Run 1, power grid:
Pins as bars on the die edge. Tap cells in gray.
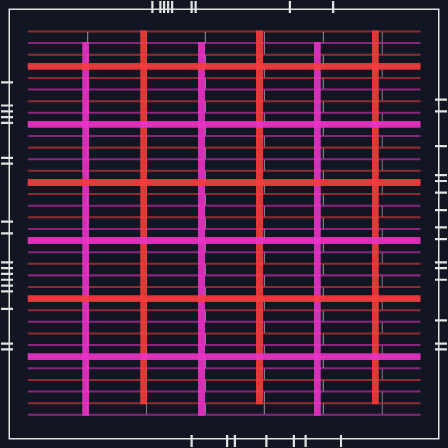
Run 1, clock network drawn from the DEF:
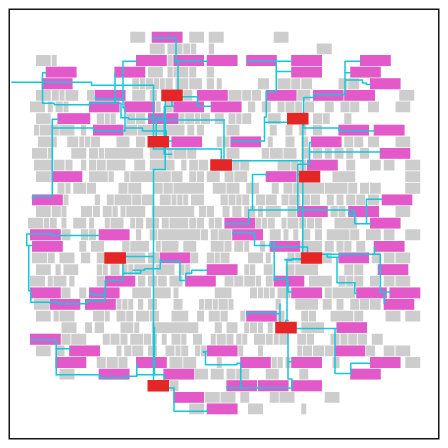
Run 1, cell classes on the final placement:
Bar = 20 um.
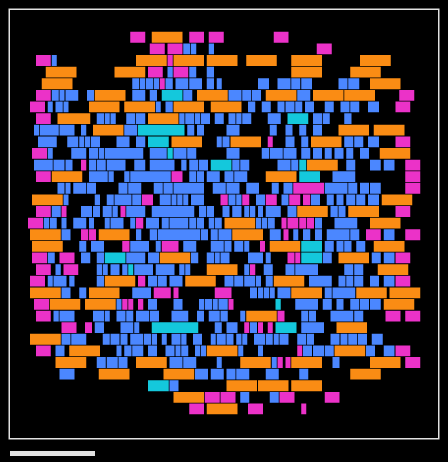
`config.mk`:
```
export PLATFORM = sky130hd
export DESIGN_NAME = spi_rx_deser_flat
export DESIGN_NICKNAME = d
export VERILOG_FILES = /design/src/rtl/spi_define.sv /design/src/rtl/spi_pkg.sv /design/src/rtl/spi_rx_deser_if.sv /design/src/rtl/spi_rx_obuf.sv /design/src/rtl/spi_rx_deser.sv /design/src/flat_wrapper.sv
export SDC_FILE = /design/constraint.sdc
export NUM_CORES = 1
export LEC_CHECK = 0
export ABC_AREA = 0
export CAP_MARGIN = 20
export CORE_MARGIN = 4
export CORE_UTILIZATION = 51
export DETAILED_ROUTE_END_ITERATION = 10
export GPL_ROUTABILITY_DRIVEN = 1
export GPL_TIMING_DRIVEN = 0
export PLACE_DENSITY = 0.8
export SETUP_SLACK_MARGIN = 0.5
export SYNTH_ARGS = -nofsm -noshare
export SYNTH_HDL_FRONTEND = slang
export SYNTH_SLANG_ARGS = --single-unit
export TNS_END_PERCENT = 30
```
`constraint.sdc`:
```
create_clock -name clk_i -period 3.15 [get_ports clk_i]
set_input_delay 0.63 -clock clk_i [delete_from_list [all_inputs] [get_ports clk_i]]
set_output_delay 0.63 -clock clk_i [all_outputs]
set_load 0.01 [all_outputs]
```
`src/rtl/spi_define.sv`:
```
// ============================================================================
//  spi_define
//  Shared SPI macros: maximum data width and frame-length codes.
//  Revision: 1.0  initial release
// ============================================================================
`default_nettype none

`ifndef SPI_DEFINE_SV
`define SPI_DEFINE_SV

`define SPI_DATA_WIDTH     32
`define SPI_TRANS_8_BITS   2'b00
`define SPI_TRANS_16_BITS  2'b01
`define SPI_TRANS_24_BITS  2'b10
`define SPI_TRANS_32_BITS  2'b11

`endif

`default_nettype wire

```
`src/rtl/spi_pkg.sv`:
```
// ============================================================================
//  spi_pkg
//  Shared SPI types: receive FSM state encoding, frame-length codes and a
//  helper that converts a length code to a bit count.
//  Revision: 1.0  initial release
// ============================================================================
`default_nettype none

package spi_pkg;

    localparam logic [1:0] C_TRANS_8_BITS  = 2'b00;
    localparam logic [1:0] C_TRANS_16_BITS = 2'b01;
    localparam logic [1:0] C_TRANS_24_BITS = 2'b10;
    localparam logic [1:0] C_TRANS_32_BITS = 2'b11;

    typedef enum logic [0:0] {
        IDLE  = 1'b0,
        SHIFT = 1'b1
    } state_t;

    // Number of bits in a frame for a given length code (8/16/24/32).
    function automatic logic [6:0] frame_bits(input logic [1:0] dtb);
        logic [6:0] bits;
        bits = 7'd8;
        case (dtb)
            C_TRANS_8_BITS:  bits = 7'd8;
            C_TRANS_16_BITS: bits = 7'd16;
            C_TRANS_24_BITS: bits = 7'd24;
            C_TRANS_32_BITS: bits = 7'd32;
            default:         bits = 7'd8;
        endcase
        return bits;
    endfunction

endpackage

`default_nettype wire

```
`src/rtl/spi_rx_deser_if.sv`:
```
// ============================================================================
//  spi_rx_deser_if
//  Bundle of control, serial-input and output-handshake signals of the SPI
//  receive deserializer.
//  Ports (signals):
//    st_i, cpol_i, cpha_i, lsb_i, dtb_i  frame start and configuration
//    pos_edge_i, neg_edge_i, spi_miso_i  SCK edge strobes and serial data
//    busy_o, done_o                      status
//    rx_valid_o, rx_ready_i, rx_data_o   one-entry output handshake
//    ovr_o, ovr_clr_i                    sticky overrun and its clear
//  Modports: master drives inputs / observes outputs, slave is the receiver.
//  Revision: 1.0  initial release
// ============================================================================
`default_nettype none

interface spi_rx_deser_if #(
    parameter int DATA_WIDTH = 32
);
    logic                  st_i;
    logic                  cpol_i;
    logic                  cpha_i;
    logic                  lsb_i;
    logic [1:0]            dtb_i;
    logic                  pos_edge_i;
    logic                  neg_edge_i;
    logic                  spi_miso_i;
    logic                  busy_o;
    logic                  done_o;
    logic                  rx_valid_o;
    logic                  rx_ready_i;
    logic [DATA_WIDTH-1:0] rx_data_o;
    logic                  ovr_o;
    logic                  ovr_clr_i;

    modport master (
        output st_i, cpol_i, cpha_i, lsb_i, dtb_i,
        output pos_edge_i, neg_edge_i, spi_miso_i,
        output rx_ready_i, ovr_clr_i,
        input  busy_o, done_o, rx_valid_o, rx_data_o, ovr_o
    );

    modport slave (
        input  st_i, cpol_i, cpha_i, lsb_i, dtb_i,
        input  pos_edge_i, neg_edge_i, spi_miso_i,
        input  rx_ready_i, ovr_clr_i,
        output busy_o, done_o, rx_valid_o, rx_data_o, ovr_o
    );
endinterface

`default_nettype wire

```
`src/rtl/spi_rx_obuf.sv`:
```
// ============================================================================
//  spi_rx_obuf
//  One-entry valid/ready holding register for received words.
//  A push into an empty buffer, or into a full buffer that is being popped
//  in the same cycle, loads the word. A push into a full, non-popped buffer
//  drops the new word and sets the sticky overrun flag.
//  Ports:
//    clk_i, rst_i      clock, synchronous active-high reset
//    push_i, push_data_i  word offered by the deserializer
//    ready_i           consumer accepts the held word
//    valid_o, data_o   held word
//    ovr_clr_i, ovr_o  overrun clear / sticky overrun flag
//  Revision: 1.0  initial release
// ============================================================================
`default_nettype none

module spi_rx_obuf #(
    parameter int DATA_WIDTH = 32
) (
    input  wire logic                  clk_i,
    input  wire logic                  rst_i,
    input  wire logic                  push_i,
    input  wire logic [DATA_WIDTH-1:0] push_data_i,
    input  wire logic                  ready_i,
    output logic                       valid_o,
    output logic [DATA_WIDTH-1:0]      data_o,
    input  wire logic                  ovr_clr_i,
    output logic                       ovr_o
);

    logic                  r_valid;
    logic [DATA_WIDTH-1:0] r_data;
    logic                  r_ovr;

    logic w_pop;
    logic w_load;
    logic w_drop;

    assign w_pop  = r_valid && ready_i;
    // Loading is allowed whenever the slot is free by the next cycle.
    assign w_load = push_i && (!r_valid || w_pop);
    assign w_drop = push_i && r_valid && !ready_i;

    always_ff @(posedge clk_i) begin
        if (rst_i) begin
            r_valid <= 1'b0;
            r_data  <= '0;
            r_ovr   <= 1'b0;
        end else begin
            if (w_load) begin
                r_valid <= 1'b1;
                r_data  <= push_data_i;
            end else if (w_pop) begin
                r_valid <= 1'b0;
            end

            // Setting has priority over a simultaneous clear.
            if (w_drop) begin
                r_ovr <= 1'b1;
            end else if (ovr_clr_i) begin
                r_ovr <= 1'b0;
            end
        end
    end

    assign valid_o = r_valid;
    assign data_o  = r_data;
    assign ovr_o   = r_ovr;

endmodule

`default_nettype wire

```
`src/rtl/spi_rx_deser.sv`:
```
// ============================================================================
//  spi_rx_deser
//  SPI master receive deserializer. Samples MISO on the mode-selected SCK
//  strobe, assembles right-aligned 8/16/24/32-bit frames and hands each one
//  to a one-entry output buffer with overrun detection.
//  Ports:
//    clk_i, rst_i  clock, synchronous active-high reset
//    bus (slave)   start/config, edge strobes, MISO, status, output handshake
//  Revision: 1.0  initial release
// ============================================================================
`default_nettype none

module spi_rx_deser
    import spi_pkg::*;
#(
    parameter int DATA_WIDTH = 32,
    parameter int CNT_WIDTH  = 6
) (
    input wire logic     clk_i,
    input wire logic     rst_i,
    spi_rx_deser_if.slave bus
);

    // Configuration captured at frame start
    logic                  r_cpol;
    logic                  r_cpha;
    logic                  r_lsb;
    logic [CNT_WIDTH-1:0]  r_len;

    logic [CNT_WIDTH-1:0]  r_cnt;
    logic [DATA_WIDTH-1:0] r_shift;
    logic                  r_done;

    state_t r_state;
    state_t w_state_nxt;

    logic                  w_strobe;
    logic                  w_sample;
    logic                  w_last;
    logic                  w_start;
    logic [CNT_WIDTH-1:0]  w_idx;
    logic [CNT_WIDTH-1:0]  w_frame_len;
    logic [DATA_WIDTH-1:0] w_shift_nxt;

    // Modes 0 and 3 sample on the rising edge, modes 1 and 2 on the falling.
    assign w_strobe    = (r_cpol ^ r_cpha) ? bus.neg_edge_i : bus.pos_edge_i;
    assign w_sample    = (r_state == SHIFT) && w_strobe && (r_cnt != '0);
    assign w_last      = w_sample && (r_cnt == CNT_WIDTH'(1));
    assign w_start     = (r_state == IDLE) && bus.st_i;
    assign w_frame_len = CNT_WIDTH'(frame_bits(bus.dtb_i));
    // LSB-first write position: counts up from 0 as cnt counts down.
    assign w_idx       = r_len - r_cnt;

    always_comb begin
        w_shift_nxt = r_shift;
        if (r_lsb) begin
            for (int i = 0; i < DATA_WIDTH; i++) begin
                if (CNT_WIDTH'(i) == w_idx) begin
                    w_shift_nxt[i] = bus.spi_miso_i;
                end
            end
        end else begin
            w_shift_nxt = {r_shift[DATA_WIDTH-2:0], bus.spi_miso_i};
        end
    end

    // ------------------------------------------------------------------
    // FSM: state register
    // ------------------------------------------------------------------
    always_ff @(posedge clk_i) begin
        if (rst_i) begin
            r_state <= IDLE;
        end else begin
            r_state <= w_state_nxt;
        end
    end

    // ------------------------------------------------------------------
    // FSM: next state
    // ------------------------------------------------------------------
    always_comb begin
        w_state_nxt = r_state;
        case (r_state)
            IDLE:    if (bus.st_i) w_state_nxt = SHIFT;
            SHIFT:   if (w_last)   w_state_nxt = IDLE;
            default: w_state_nxt = IDLE;
        endcase
    end

    // ------------------------------------------------------------------
    // FSM: outputs
    // ------------------------------------------------------------------
    always_comb begin
        bus.busy_o = (r_state == SHIFT);
        bus.done_o = r_done;
    end

    // ------------------------------------------------------------------
    // Configuration, counter and shift register
    // ------------------------------------------------------------------
    always_ff @(posedge clk_i) begin
        if (rst_i) begin
            r_cpol  <= 1'b0;
            r_cpha  <= 1'b0;
            r_lsb   <= 1'b0;
            r_len   <= '0;
            r_cnt   <= '0;
            r_shift <= '0;
            r_done  <= 1'b0;
        end else begin
            r_done <= w_last;
            if (w_start) begin
                r_cpol  <= bus.cpol_i;
                r_cpha  <= bus.cpha_i;
                r_lsb   <= bus.lsb_i;
                r_len   <= w_frame_len;
                r_cnt   <= w_frame_len;
                r_shift <= '0;
            end else if (w_sample) begin
                r_cnt   <= r_cnt - CNT_WIDTH'(1);
                r_shift <= w_shift_nxt;
            end
        end
    end

    // The completed word (including the final bit) is pushed in the same
    // cycle as the final sample so it is visible together with done_o.
    spi_rx_obuf #(
        .DATA_WIDTH (DATA_WIDTH)
    ) u_obuf (
        .clk_i       (clk_i),
        .rst_i       (rst_i),
        .push_i      (w_last),
        .push_data_i (w_shift_nxt),
        .ready_i     (bus.rx_ready_i),
        .valid_o     (bus.rx_valid_o),
        .data_o      (bus.rx_data_o),
        .ovr_clr_i   (bus.ovr_clr_i),
        .ovr_o       (bus.ovr_o)
    );

endmodule

`default_nettype wire

```
`src/flat_wrapper.sv`:
```
// flat-port wrapper written by rule: the top's interface ports become plain ports
module spi_rx_deser_flat import spi_pkg::*;
#(
    parameter int DATA_WIDTH = 32,
    parameter int CNT_WIDTH  = 6
)
  (clk_i, rst_i, bus_st_i, bus_cpol_i, bus_cpha_i, bus_lsb_i, bus_dtb_i, bus_pos_edge_i, bus_neg_edge_i, bus_spi_miso_i, bus_rx_ready_i, bus_ovr_clr_i, bus_busy_o, bus_done_o, bus_rx_valid_o, bus_rx_data_o, bus_ovr_o);
  spi_rx_deser_if #(.DATA_WIDTH(DATA_WIDTH)) bus_i ();
  input wire logic clk_i;
  input wire logic rst_i;
  input wire logic [$bits(bus_i.st_i)-1:0] bus_st_i;
  input wire logic [$bits(bus_i.cpol_i)-1:0] bus_cpol_i;
  input wire logic [$bits(bus_i.cpha_i)-1:0] bus_cpha_i;
  input wire logic [$bits(bus_i.lsb_i)-1:0] bus_lsb_i;
  input wire logic [$bits(bus_i.dtb_i)-1:0] bus_dtb_i;
  input wire logic [$bits(bus_i.pos_edge_i)-1:0] bus_pos_edge_i;
  input wire logic [$bits(bus_i.neg_edge_i)-1:0] bus_neg_edge_i;
  input wire logic [$bits(bus_i.spi_miso_i)-1:0] bus_spi_miso_i;
  input wire logic [$bits(bus_i.rx_ready_i)-1:0] bus_rx_ready_i;
  input wire logic [$bits(bus_i.ovr_clr_i)-1:0] bus_ovr_clr_i;
  output wire logic [$bits(bus_i.busy_o)-1:0] bus_busy_o;
  output wire logic [$bits(bus_i.done_o)-1:0] bus_done_o;
  output wire logic [$bits(bus_i.rx_valid_o)-1:0] bus_rx_valid_o;
  output wire logic [$bits(bus_i.rx_data_o)-1:0] bus_rx_data_o;
  output wire logic [$bits(bus_i.ovr_o)-1:0] bus_ovr_o;
  assign bus_i.st_i = bus_st_i;
  assign bus_i.cpol_i = bus_cpol_i;
  assign bus_i.cpha_i = bus_cpha_i;
  assign bus_i.lsb_i = bus_lsb_i;
  assign bus_i.dtb_i = bus_dtb_i;
  assign bus_i.pos_edge_i = bus_pos_edge_i;
  assign bus_i.neg_edge_i = bus_neg_edge_i;
  assign bus_i.spi_miso_i = bus_spi_miso_i;
  assign bus_i.rx_ready_i = bus_rx_ready_i;
  assign bus_i.ovr_clr_i = bus_ovr_clr_i;
  assign bus_busy_o = bus_i.busy_o;
  assign bus_done_o = bus_i.done_o;
  assign bus_rx_valid_o = bus_i.rx_valid_o;
  assign bus_rx_data_o = bus_i.rx_data_o;
  assign bus_ovr_o = bus_i.ovr_o;
  spi_rx_deser #(.DATA_WIDTH(DATA_WIDTH), .CNT_WIDTH(CNT_WIDTH)) u_core (.clk_i(clk_i), .rst_i(rst_i), .bus(bus_i));
endmodule
```
==> results.sh, run 1 <==
# source this file to load flow results
export IMPL_wirelength_um=12300
export IMPL_drv_slew=0
export IMPL_buf_share_pct=13.5
export IMPL_crit_end="u_core.u_obuf.data_o[12]"
export IMPL_tns_ns=0
export IMPL_wl_met3_um=860
export IMPL_hold_depth=2
export IMPL_routedWlPerCell_um=17.8
export IMPL_final_net_count=604
export IMPL_logic_family="AND-OR/OR-AND gates"
export IMPL_r2r_start="u_core.r_cnt[1]"
export IMPL_vias_per_cell=6.26
export IMPL_worst_path_max_fanout=10
export IMPL_post_dp_cell_area_um2=4940
export IMPL_ys_seq_share_pct=36.9
export IMPL_holdPathEnd="u_core.u_obuf.data_o[14]"
export IMPL_compound_area_share_pct=30.3
export IMPL_critPathRequiredTime_ns=3.39
export IMPL_place_ws_ns=0.163
export IMPL_flop_area_um2=1600
export IMPL_ys_area_um2=4340
export IMPL_buffers_excl_clock=92
export IMPL_ys_cells=520
export IMPL_top_cells_by_count="dfxtp_1 (80), nand2_1 (50), a31oi_1 (34), o21ai_0 (34), a21oi_1 (31)"
export IMPL_synth_edff_count=0
export IMPL_diodes=0
export IMPL_cts_max_path_buffers=2
export IMPL_syn_nets=544
export IMPL_place_gp_congestion=0.904
export IMPL_logic_area_um2=2570
export IMPL_clock_sinks=80
export IMPL_power_leakage_uw=0.00186
export IMPL_cp_top_family="AND-OR/OR-AND gates"
export IMPL_finalNonFillerCells=690
export IMPL_ys_sh_mux_pct=0.692
export IMPL_comb_share_pct=48.8
export IMPL_ys_sh_adder_pct=3.17
export IMPL_ys_sh_simple_pct=22.1
export IMPL_layout_top_cell="dfxtp_1"
export IMPL_highest_layer="met4"
export IMPL_gr_max_usage_layer="met2"
export IMPL_crit_path_max_incr_delay_ns=0.55
export IMPL_n_all_inverters=9
export IMPL_layout_clock_cell_area_share_pct=4.06
export IMPL_cts_root_buf="clkbuf_8"
export IMPL_clkSlewWorstSetupHoldPaths_ns=0.08
export IMPL_num_vias=4321
export IMPL_rsz0062_at_grt="true"
export IMPL_crit_start="u_core.r_cnt[1]"
export IMPL_arrival_ns=2.91
export IMPL_synth_avg_cell_area_um2=8.34
export IMPL_outcome="finished, final reports clean"
export IMPL_dr_pass1_iters=5
export IMPL_warnings=35
export IMPL_worst_path_stages=10
export IMPL_dp_cells=672
export IMPL_drtIter0Drc=430
export IMPL_drcViolationCount=0
export IMPL_synth_cell_types=55
export IMPL_cts_htree_levels=3
export IMPL_drive_above_1_share_pct=12.5
export IMPL_fin_crit_ns=2.67
export IMPL_post_route_period_util_pct=84.7
export IMPL_reg2reg_to="u_core.u_obuf.data_o[12]"
export IMPL_tritoncts="yes"
About 'power grid':
[magenta] VSS
[red] VDD
met5 straps: 6
met4 straps: 6
met1 rails: 34
signal pins: 49
Die X: 100 um
Core Box Area: 8260 um2

About 'clock network drawn from the DEF':
[red] cells driving clock nets | count: 9
[magenta] flip-flops | count: 80
[cyan] clock wires | length: 1050 um
routed clock nets: 10
flops lie: all over the die
Clock Latency Late Sink: 0.37 ns
clock share of power: 35.0%

About 'cell classes on the final placement':
[blue] all other logic | cells: 397 | share of their area: 51%
[orange] flops | cells: 80 | share of their area: 31%
[cyan] clock drivers and dummy loads | cells: 16 | share of their area: 4.2%
[magenta] other buffers and delay cells | cells: 92 | share of their area: 14%
Row Count: 33
fin area: 5270 um2
Seq/total area: 30.4%

Run 1, routing congestion map:
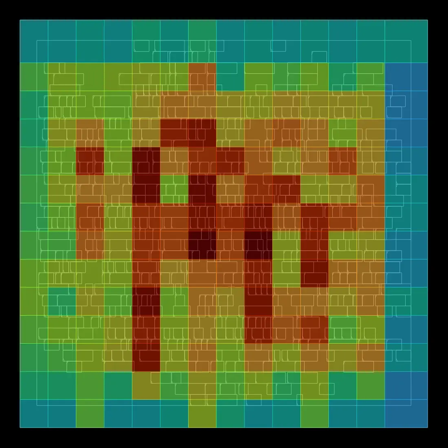

--- run 2 (diff from run 1) ---
==> constraint.sdc (replaced) <==
create_clock -name clk_i -period 2.6 [get_ports clk_i]
set_input_delay 0.52 -clock clk_i [delete_from_list [all_inputs] [get_ports clk_i]]
set_output_delay 0.52 -clock clk_i [all_outputs]
set_load 0.01 [all_outputs]
Run 2, routing congestion map:
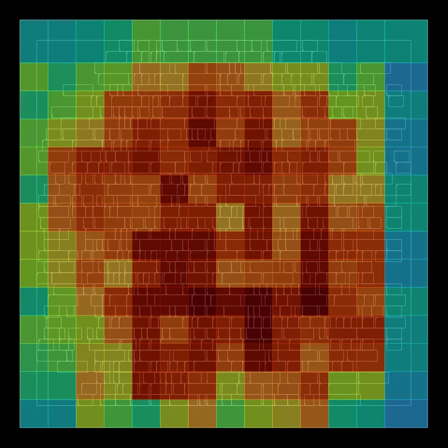
Tot GR Track Use: 31.0%
GR Util met2: 50.5%
global routing usage on met1: 36.8%
GRT busiest layer: met2

==> run 2 against run 1 <==
The flow now finishes with violations (setup timing). Setup slack got worse by 0.54 ns. Count of clock-buffer cells in the layout decreased by 3. Die area unchanged. Cell area increased by 23%. Largest power group unchanged.
==> results.sh, run 2 <==
# source this file to load flow results
export IMPL_cts_htree_levels=3
export IMPL_buffers_excl_clock=148
export IMPL_hold_depth=2
export IMPL_ys_seq_share_pct=36.9
export IMPL_ys_sh_adder_pct=3.17
export IMPL_clk_insertion_delay_late_ns=0.37
export IMPL_wirelength_um=18600
export IMPL_tritoncts="yes"
export IMPL_post_dp_cell_area_um2=5040
export IMPL_warnings=36
export IMPL_rows=33
export IMPL_reg2reg_to="u_core.r_shift[7]"
export IMPL_worst_path_stages=10
export IMPL_setup_viol=3
export IMPL_synth_avg_cell_area_um2=8.34
export IMPL_vias_per_cell=7.10
export IMPL_dr_pass1_iters=9
export IMPL_routedWlPerCell_um=24.9
export IMPL_crit_path_max_incr_delay_ns=0.66
export IMPL_rsz0062_at_grt="true"
export IMPL_worst_path_max_fanout=5
export IMPL_crit_start="u_core.r_cnt[3]"
export IMPL_wl_met3_um=2400
export IMPL_clock_sinks=80
export IMPL_ys_area_um2=4340
export IMPL_seq_share_pct=24.9
export IMPL_num_vias=5305
export IMPL_r2r_start="u_core.r_cnt[3]"
export IMPL_place_gp_congestion=0.960
export IMPL_fp_dieW_um=100
export IMPL_cts_root_buf="clkbuf_8"
export IMPL_fin_crit_ns=2.66
export IMPL_drcViolationCount=0
export IMPL_drive_above_1_share_pct=32.7
export IMPL_post_route_period_util_pct=102
export IMPL_violations="setup timing"
export IMPL_layout_clock_cell_area_share_pct=2.90
export IMPL_synth_cell_types=55
export IMPL_core_um2=8260
export IMPL_crit_end="u_core.r_shift[7]"
export IMPL_critPathRequiredTime_ns=2.86
export IMPL_arrival_ns=2.92
export IMPL_fin_ws_ns=-0.0584
export IMPL_drtIter0Drc=640
export IMPL_logic_area_um2=3180
export IMPL_flop_area_um2=1610
export IMPL_ys_cells=520
export IMPL_n_all_inverters=9
export IMPL_outcome="finished, violations left"
export IMPL_finalInstanceArea_um2=6470
export IMPL_place_ws_ns=-0.322
export IMPL_layout_top_cell="dfxtp_1"
export IMPL_tns_ns=-0.127
export IMPL_comb_share_pct=49.1
export IMPL_power_leakage_uw=0.00229
Run 2, clock network drawn from the DEF:
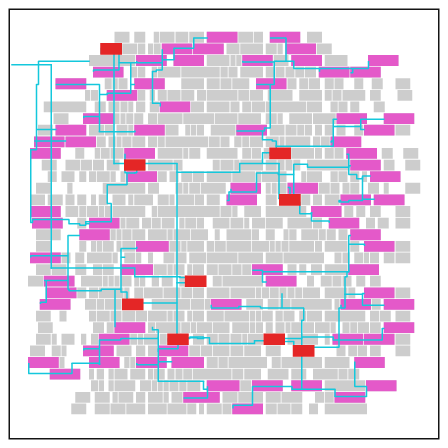
clk_skew: 0.0117 ns
P_clk: 937 uW

No activity file was given, so power comes from the tool's default toggle rates.
